Figure 1. Signal metal coverage by tile (run 1).
Bar = 20 microns. The die is cut into 12 by 12 equal tiles; dark blue is low, red is high, scaled to the fullest tile. Values are wire area over tile area, all layers added.
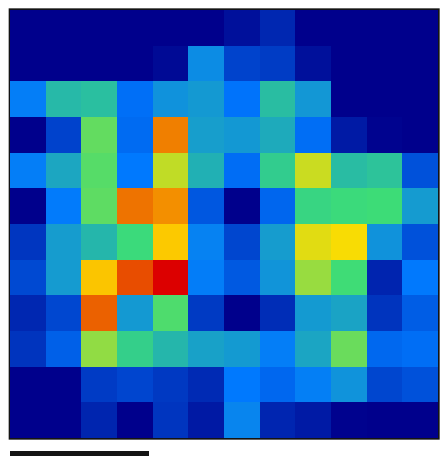
Figure 2. Sequential cells coloured by netlist name (run 1).
Bar = 20 microns. Other sequential cells in the stronger grey, the rest of the logic in the fainter grey.
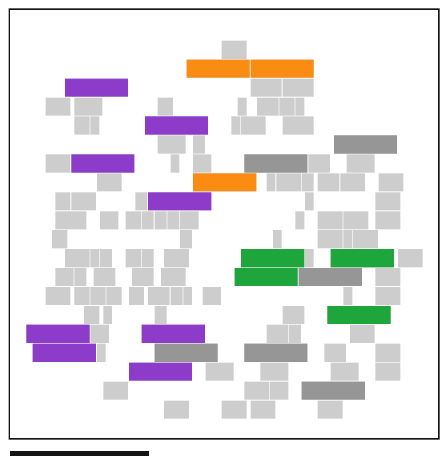
Figure 3. Cells coloured by class (run 1).
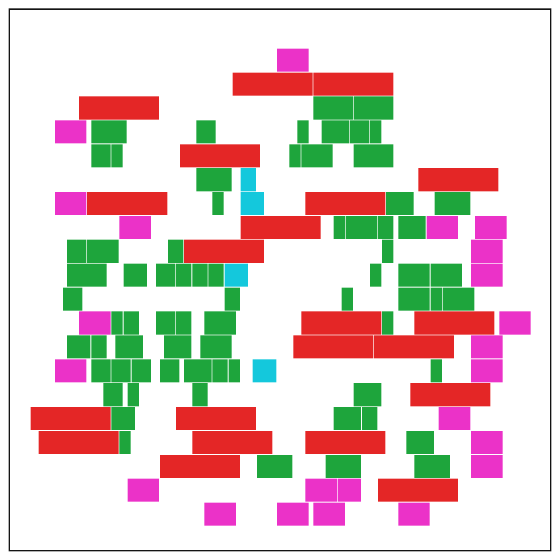
==> config.mk <==
export PLATFORM = sky130hd
export DESIGN_NAME = serial_pattern_detector
export DESIGN_NICKNAME = d
export VERILOG_FILES = /design/src/rtl/serial_pattern_pkg.sv /design/src/rtl/sat_counter.sv /design/src/rtl/serial_pattern_detector.sv
export SDC_FILE = /design/constraint.sdc
export NUM_CORES = 1
export LEC_CHECK = 0
export CAP_MARGIN = 0
export CORE_MARGIN = 2
export CORE_UTILIZATION = 32
export CTS_CLUSTER_DIAMETER = 60
export DETAILED_ROUTE_END_ITERATION = 10
export GPL_ROUTABILITY_DRIVEN = 0
export PLACE_DENSITY_LB_ADDON = 0.12
export SYNTH_ARGS = -nofsm -noshare
export SYNTH_HDL_FRONTEND = slang
export SYNTH_HIERARCHICAL = 1
export SYNTH_SLANG_ARGS = --single-unit
==> constraint.sdc <==
create_clock -name clock -period 4.8 [get_ports clock]
set_clock_uncertainty 0.05 [all_clocks]
set_input_delay 0.48 -clock clock [delete_from_list [all_inputs] [get_ports clock]]
set_output_delay 0.48 -clock clock [all_outputs]
set_load 0.05 [all_outputs]
==> src/rtl/serial_pattern_pkg.sv <==
// Shared definitions for the serial pattern detector: state encoding, default
// parameter values and the fill-counter width helper.
// No logic; latency and backpressure do not apply.
package serial_pattern_pkg;

   // State encoding of the detector FSM
   localparam logic FILL  = 1'b0;
   localparam logic ARMED = 1'b1;

   typedef enum logic {
      ST_FILL  = FILL,
      ST_ARMED = ARMED
   } state_t;

   // Default window and counter sizes
   localparam int DEF_WIDTH   = 4;
   localparam int DEF_COUNT_W = 8;

   // Bits needed to count from 0 up to and including width
   function automatic int fill_cnt_w(input int width);
      return $clog2(width + 1);
   endfunction

endpackage

==> src/rtl/sat_counter.sv <==
// Saturating up-counter; holds at all-ones and never wraps.
// Latency: count updates on the edge that samples inc or sync_clr.
// Backpressure: none; inc is accepted every cycle, sync_clr wins over inc.
//
// Ports:
//   clock     rising-edge clock
//   clear     asynchronous active-low reset, count -> 0
//   inc       add one unless already saturated
//   sync_clr  synchronous clear to 0, priority over inc
//   count     current count
module sat_counter #(
   parameter int COUNT_W = serial_pattern_pkg::DEF_COUNT_W
) (
   input  logic               clock,
   input  logic               clear,
   input  logic               inc,
   input  logic               sync_clr,
   output logic [COUNT_W-1:0] count
);

   localparam logic [COUNT_W-1:0] MAX_CNT = {COUNT_W{1'b1}};

   always_ff @(posedge clock or negedge clear) begin
      if (!clear) begin
         count <= '0;
      end else if (sync_clr) begin
         count <= '0;
      end else if (inc && (count != MAX_CNT)) begin
         count <= count + 1'b1;
      end
   end

endmodule

==> src/rtl/serial_pattern_detector.sv <==
// Serial pattern detector: MSB-first shift window compared against a loaded
// pattern, overlapping matches, one-cycle match pulse, saturating match count.
// Latency: match/match_count one edge after the completing bit; backpressure: none.
//
// Ports:
//   clock        rising-edge clock
//   clear        asynchronous active-low reset
//   bit_in       serial data bit
//   bit_valid    bit_in is sampled when high
//   pattern      target pattern, pattern[WIDTH-1] is the oldest bit
//   load         capture pattern and restart detection (wins over bit_valid)
//   match        registered one-cycle pulse per match
//   match_count  saturating number of matches since reset/load
//   window       shift window, window[0] is the newest bit
//   armed        high once WIDTH valid bits have arrived since reset/load
module serial_pattern_detector
   import serial_pattern_pkg::*;
#(
   parameter int WIDTH   = DEF_WIDTH,
   parameter int COUNT_W = DEF_COUNT_W
) (
   input  logic               clock,
   input  logic               clear,
   input  logic               bit_in,
   input  logic               bit_valid,
   input  logic [WIDTH-1:0]   pattern,
   input  logic               load,
   output logic               match,
   output logic [COUNT_W-1:0] match_count,
   output logic [WIDTH-1:0]   window,
   output logic               armed
);

   localparam int FILL_W = fill_cnt_w(WIDTH);
   localparam logic [FILL_W-1:0] LAST_FILL = FILL_W'(WIDTH - 1);

   state_t             state_q, state_d;
   logic [FILL_W-1:0]  fill_q, fill_d;
   logic [WIDTH-1:0]   pattern_reg;
   logic [WIDTH-1:0]   next_window;
   logic               completing;
   logic               hit;
   logic               match_d;

   assign next_window = {window[WIDTH-2:0], bit_in};

   // State register and fill counter
   always_ff @(posedge clock or negedge clear) begin
      if (!clear) begin
         state_q <= ST_FILL;
         fill_q  <= '0;
      end else begin
         state_q <= state_d;
         fill_q  <= fill_d;
      end
   end

   // Next state, completion detect and match decision
   always_comb begin
      state_d    = state_q;
      fill_d     = fill_q;
      completing = 1'b0;
      hit        = 1'b0;
      match_d    = 1'b0;

      unique case (state_q)
         ST_FILL: begin
            // The WIDTH-th bit is the first one that can produce a match
            completing = (fill_q == LAST_FILL);
            if (bit_valid) begin
               fill_d = fill_q + 1'b1;
               if (completing) begin
                  state_d = ST_ARMED;
               end
            end
         end
         ST_ARMED: begin
            completing = 1'b1;
         end
         default: begin
            state_d = ST_FILL;
         end
      endcase

      hit = bit_valid && completing && (next_window == pattern_reg);

      // load restarts detection and discards the bit sampled alongside it
      if (load) begin
         state_d = ST_FILL;
         fill_d  = '0;
         hit     = 1'b0;
      end

      match_d = hit;
   end

   // Shift window, pattern capture and match pulse
   always_ff @(posedge clock or negedge clear) begin
      if (!clear) begin
         window      <= '0;
         pattern_reg <= '0;
         match       <= 1'b0;
      end else begin
         match <= match_d;
         if (load) begin
            window      <= '0;
            pattern_reg <= pattern;
         end else if (bit_valid) begin
            window <= next_window;
         end
      end
   end

   assign armed = (state_q == ST_ARMED);

   // Count increments on the same edge that raises match
   sat_counter #(
      .COUNT_W (COUNT_W)
   ) u_sat_counter (
      .clock    (clock),
      .clear    (clear),
      .inc      (hit),
      .sync_clr (load),
      .count    (match_count)
   );

endmodule

==> flow_summary_export.csv, run 1 <==
group,metric,value,unit
global_route,grt_max_degree,25,
route,viasPerCell,4.88,
floorplan,ios,23,
clocking,clk_pin_slew,120,ps
yosys,adder_share,3.55,%
yosys,yosys.area.top_type,"dfrtp_1",
timing,tightest_slew,945,ps
global_route,grt_pass1_vias,756,
run_status,status,"finished, final reports clean",
route,drtIter0Drc,24,
power_and_ir_drop,p_comb_share,12.8,%
floorplan,die.size.y,61.5,microns
clocking,clkLatencyLatePin,300,ps
clocking,cts_tree,"built",
timing,finalHoldViolations,0,
cells_and_area,largest_reg_flops,8,
cells_and_area,nets,132,
global_route,grt_first_pass_wirelength,3430,microns
critical_path,start_kind,"input port",
route,routed_wirelength,2050,microns
yosys,yosys_warnings,6,
yosys,synth.area.mux_share,12.1,%
power_and_ir_drop,p_int,235,uW
cells_and_area,layout.cells.most_common,"clkdlybuf4s50_1",
job,cap_viol_max_count,0,
clocking,cts_hold_buf,0,
yosys,syn_area,1060,sq um
critical_path,worstSetupEndpointType,"flip-flop",
critical_path,worstPathMaxFanout,10,
power_and_ir_drop,p_leak,0.556,nW
place,dp_slack,2020,ps
critical_path,cp.required,4960,ps
yosys,top_area_share,49.7,%
route,drc,0,
global_route,antenna_found_initial,0,
timing,post-route-period-util,51.8,%
cells_and_area,layout_top_cells,"clkdlybuf4s50_1 (22), dfrtp_1 (21), nor2_1 (10), mux2i_1 (6)",
job,warning_count,26,
critical_path,worstSetupPathType,"in -> reg",
yosys,yosysCellCount,96,
yosys,ys_top_cells_by_area,"dfrtp_1 (50%), mux2i_1 (5.7%), mux2_2 (5.3%)",
yosys,logic_family,"simple AND/OR/NAND/NOR gates",
yosys,ys_sh_xor,4.14,%
yosys,yosys_area,1060,sq um
clocking,cts_root_buf,"clkbuf_4",
power_and_ir_drop,p_seq_share,60.3,%
yosys,synth_seq_share,49.7,%
power_and_ir_drop,p_per_area,234,nW/um^2
power_and_ir_drop,vdd_ir_drop_max,91.5,uV
yosys,syn_inst,96,
## Picture notes: Figure 1
- mean over tiles: 0.085
- tiles over half the peak: 15%
- emptiest ninth of the die: upper right

## Picture notes: Figure 2
- u_sat_counter/count: purple (placed flops 8)
- window: green (placed flops 4)
- fill_q: orange (placed flops 3)

## Picture notes: Figure 3
- clock drivers and dummy loads: cyan (cells 4; share of their area 2.1%)
- other buffers and delay cells: magenta (cells 23; share of their area 18%)
- all other logic: green (cells 71; share of their area 39%)
- flip-flops: red (cells 21; share of their area 41%)
core area: 3100 sq um
fraction of area in registers: 39.2%
post-layout util: 43.2%
num rows: 20
post-layout instance area: 1340 sq um

run 1: worst max-delay path, cell delays in order:
cell,delay [ps]
clkdlybuf4s50_1,660
o2111ai_1,180
nor2_1,510
nand3_1,220
or3_1,340
a211oi_1,250
run 1: metal layers:
metal	global-route usage [%]	wire length, microns
met3	2.94	110
met4	5.47	17
met2	19.8	924
met5	0	0
met1	16.4	994
run 1: kinds of logic (layout without fill, tap and decap cells):
logic type	count (synthesis)	count (layout)
multiplexers	12	12
adder cells (fa/ha/maj)	3	3
XOR/XNOR	5	5
buffers and inverters	8	31
AND/OR/NAND/NOR	35	35
AND-OR/OR-AND	12	12
flip-flops	21	21
run 1: power groups by stage:
| stage | combinational [mW] | clock, mW | sequential (mW) |
|---|---|---|---|
| 2_1_floorplan | 0.0215 | 0 | 0.195 |
| 3_3_place_gp | 0.0404 | 0 | 0.192 |
| 3_5_place_dp | 0.0408 | 0 | 0.192 |
| 4_1_cts | 0.0411 | 0.0896 | 0.189 |
| 5_1_grt | 0.0448 | 0.0981 | 0.190 |
| 6_report | 0.0400 | 0.0845 | 0.189 |
run 1: Yosys cell counts:
cell type / instances
nand3_1: 3
xnor2_1: 5
mux2_1: 1
nor2_1: 10
nor2b_1: 3
nand2_1: 2
and2b_4: 1
nand4_1: 1
mux2i_1: 6
nor2_2: 1
mux2_2: 5
dfrtp_1: 21
o2111ai_1: 1
a211oi_1: 1
buf_2: 1
nor4_1: 1
a2111oi_0: 1
a21oi_1: 4
and4_2: 1
clkbuf_1: 1
a211oi_2: 1
inv_1: 4
nor3b_1: 1
buf_6: 1
and4_1: 1
nor3_1: 4
buf_4: 1
a31oi_1: 1
nand2b_1: 3
a41oi_1: 1
o21ai_0: 1
nand3_2: 1
a21boi_1: 1
ha_1: 3
or3_1: 1
and3_1: 1
run 1: through the flow:
stage	instance area [sq um]	util [%]	power [mW]
floorplan	1060	-	0.217
global placement	1310	42.3	0.232
detailed placement	1310	42.3	0.233
CTS	1340	43.2	0.320
global route	1340	43.2	0.333
finish	1340	43.2	0.313
run 1: final timing paths:
check	start	to	slack (ps)	cells past startpoint
worst max register to register	fill_q[0]$_DFFE_PN0P_	u_sat_counter/count[7]$_DFFE_PN0P_	2520	7
worst max-delay path	bit_valid	u_sat_counter/count[7]$_DFFE_PN0P_	2310	6
min in group asynchronous	clear	pattern_reg[2]$_DFFE_PN0P_	640	1
max in group asynchronous	clear	fill_q[0]$_DFFE_PN0P_	3480	1
worst min-delay path	pattern_reg[2]$_DFFE_PN0P_	pattern_reg[2]$_DFFE_PN0P_	480	1
worst min register to register	pattern_reg[2]$_DFFE_PN0P_	pattern_reg[2]$_DFFE_PN0P_	480	1
run 1: area by class of cell:
class / count / area [sq um]
tap: 44 / 55.1
sequential: 21 / 526
clock inverter: 1 / 5.00
clock buffer: 3 / 22.5
multi-input combinational: 67 / 489
fill: 326 / 1760
timing repair buffer: 23 / 228
inverter: 4 / 15.0
Figure 4. Signal wires by layer (run 1).
Bar = 20 microns.
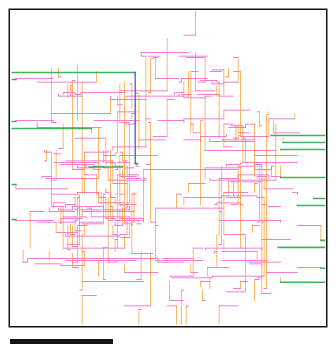

--- run 2 (diff from run 1) ---
==> constraint.sdc (replaced) <==
create_clock -name clock -period 2.3 [get_ports clock]
set_clock_uncertainty 0.05 [all_clocks]
set_input_delay 0.23 -clock clock [delete_from_list [all_inputs] [get_ports clock]]
set_output_delay 0.23 -clock clock [all_outputs]
set_load 0.05 [all_outputs]
Figure 5. Signal wires by layer (run 2).
Bar = 20 microns.
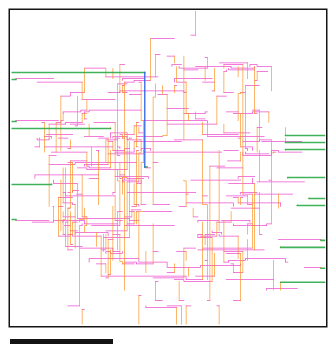
- met1: magenta (wire length 967 microns)
- met4: blue (wire length 18.4 microns)
- met2: orange (wire length 945 microns)
- met3: green (wire length 111 microns)

Figure 6. Sequential cells coloured by netlist name (run 2).
Bar = 20 microns. Other sequential cells in the stronger grey, the rest of the logic in the fainter grey.
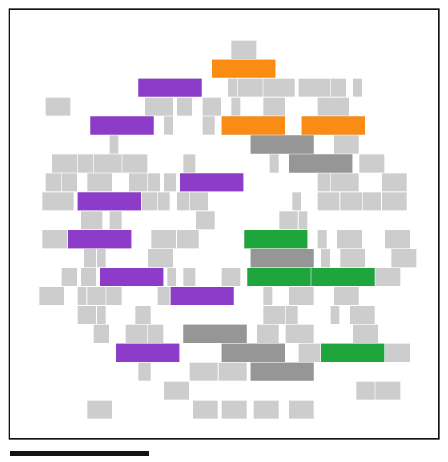
- window: green (placed flops 4)
- u_sat_counter/count: purple (placed flops 8)
- fill_q: orange (placed flops 3)
- not coloured: 6
post-layout util: 43.9%
sequential power: 394 uW
Storage cell area: 526 sq um
fraction of area in registers: 38.6%

==> run 2 against run 1 <==
Net effect: die area unchanged; synthesized cell count unchanged; non-clock buffer count up 3; sequential power up 110%; sequential share of layout area down 0.65 points; critical path depth up 1; sequential cell count unchanged; routed wire length down 0.29%; largest cell class unchanged; largest power group unchanged.
==> flow_summary_export.csv, run 2 <==
group,metric,value,unit
run_status,status,"finished, final reports clean",
clocking,cts_root_buf,"clkbuf_4",
yosys,yosysCellCount,96,
global_route,grt_max_degree,24,
power_and_ir_drop,p_leak,0.571,nW
cells_and_area,layout.cells.most_common,"clkdlybuf4s50_1",
route,drc,0,
power_and_ir_drop,vdd_ir_drop_max,157,uV
yosys,syn_inst,96,
yosys,yosys_area,1060,sq um
power_and_ir_drop,finalPower,652,uW
cells_and_area,layout_top_cells,"clkdlybuf4s50_1 (22), dfrtp_1 (21), nor2_1 (10), mux2i_1 (6)",
floorplan,ios,23,
critical_path,crit_path_frequent_cell,"ha_1",
yosys,synth_seq_share,49.7,%
timing,tightest_slew,507,ps
job,cap_viol_max_count,0,
clocking,clk_pin_slew,120,ps
yosys,ys_top_cells_by_area,"dfrtp_1 (50%), mux2i_1 (5.7%), mux2_2 (5.3%)",
critical_path,cp_num_buf_inv,0,
yosys,top_area_share,49.7,%
critical_path,worstSetupEndpointType,"flip-flop",
yosys,yosys_warnings,6,
critical_path,path_cells,"ha_1 -> ha_1 -> o2111ai_1 -> nor2_1 -> nand3_1 -> a2111oi_0 -> nor3b_1",
power_and_ir_drop,p_per_area,479,nW/um^2
yosys,ff_type,"dfrtp_1",
yosys,async_flop_share,100,%
cells_and_area,largest_reg_flops,8,
critical_path,cp_slowest_cell,"a2111oi_0",
clocking,cts_hold_buf,0,
route,drtIter0Drc,22,
job,warning_count,26,
Figure 7. Signal metal coverage by tile (run 2).
Bar = 20 microns. The die is cut into 12 by 12 equal tiles; dark blue is low, red is high, scaled to the fullest tile. Values are wire area over tile area, all layers added.
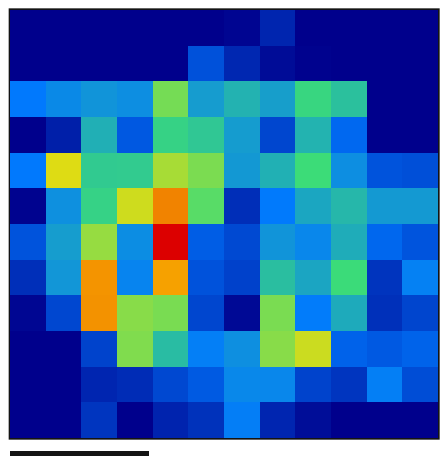
- emptiest ninth of the die: upper right
- tiles over half the peak: 13%
- fullest tile: 0.35
DR vias: 791
All-Layer GR Usage: 12.7%
drt wl/cell: 12.3 microns
Post-Route WL: 2040 microns

-- run 2: cell counts after synthesis --
Identical to the previous run, type by type.
-- run 2: layout make-up --
type / instances / area (sq um) / share of cell area, %
Clock buffer: 3 / 22.5 / 1.65
Clock inverter: 1 / 5.00 / 0.367
Inverter: 4 / 15.0 / 1.10
Multi-Input combinational cell: 67 / 489 / 35.9
Sequential cell: 21 / 526 / 38.6
Tap cell: 44 / 55.1 / 4.04
Timing Repair Buffer: 26 / 250 / 18.4
-- run 2: worst paths after layout --
| path | from | to | slack, ps |
|---|---|---|---|
| worst max-delay path | fill_q[0]$_DFFE_PN0P_ | u_sat_counter/count[5]$_DFFE_PN0P_ | 310 |
| worst min-delay path | clear | window[1]$_DFFE_PN0P_ | 210 |
| worst max register to register | fill_q[0]$_DFFE_PN0P_ | u_sat_counter/count[5]$_DFFE_PN0P_ | 310 |
| worst min register to register | window[3]$_DFFE_PN0P_ | window[3]$_DFFE_PN0P_ | 480 |
| max in group asynchronous | clear | u_sat_counter/count[3]$_DFFE_PN0P_ | 1770 |
| min in group clock | window[3]$_DFFE_PN0P_ | window[3]$_DFFE_PN0P_ | 480 |
-- run 2: worst reg2reg max path, cell delays in order (launching register included) --
cell       delay [ps]
dfrtp_1           380
ha_1              160
ha_1              170
o2111ai_1         100
nor2_1            250
nand3_1           180
a2111oi_0         480
nor3b_1           100
-- run 2: power breakdown --
group | switching, mW | internal [mW] | total (mW)
Sequential | 0.0105 | 0.383 | 0.394
Combinational | 0.0414 | 0.0446 | 0.0860
Clock | 0.108 | 0.0647 | 0.173
-- run 2: per-stage QoR --
stage               cell area, sq um  cells  util, %  worst slack [ps]
global placement                1340    162     43.0               217
finish                          1360    166     43.9               313
floorplan                       1060     96        -               325
global route                    1360    166     43.9               133
detailed placement              1340    162     43.0               104
CTS                             1360    166     43.9               289
-- run 2: cells by family after synthesis --
kind of cell | synth area share (%)
xor+xnor | 4.14
fa+ha+maj | 3.55
simple gates | 18.5
buf+inv | 4.02
compound gates | 8.05
flops | 49.7
mux | 12.1
-- run 2: metal layers --
layer	GRT usage, %	part of all wire, %
met3	2.52	5.4
met1	16.3	47
met4	5.47	0.88
met2	20.9	46
met5	0	0
Power is estimated from default activity; no workload was simulated.
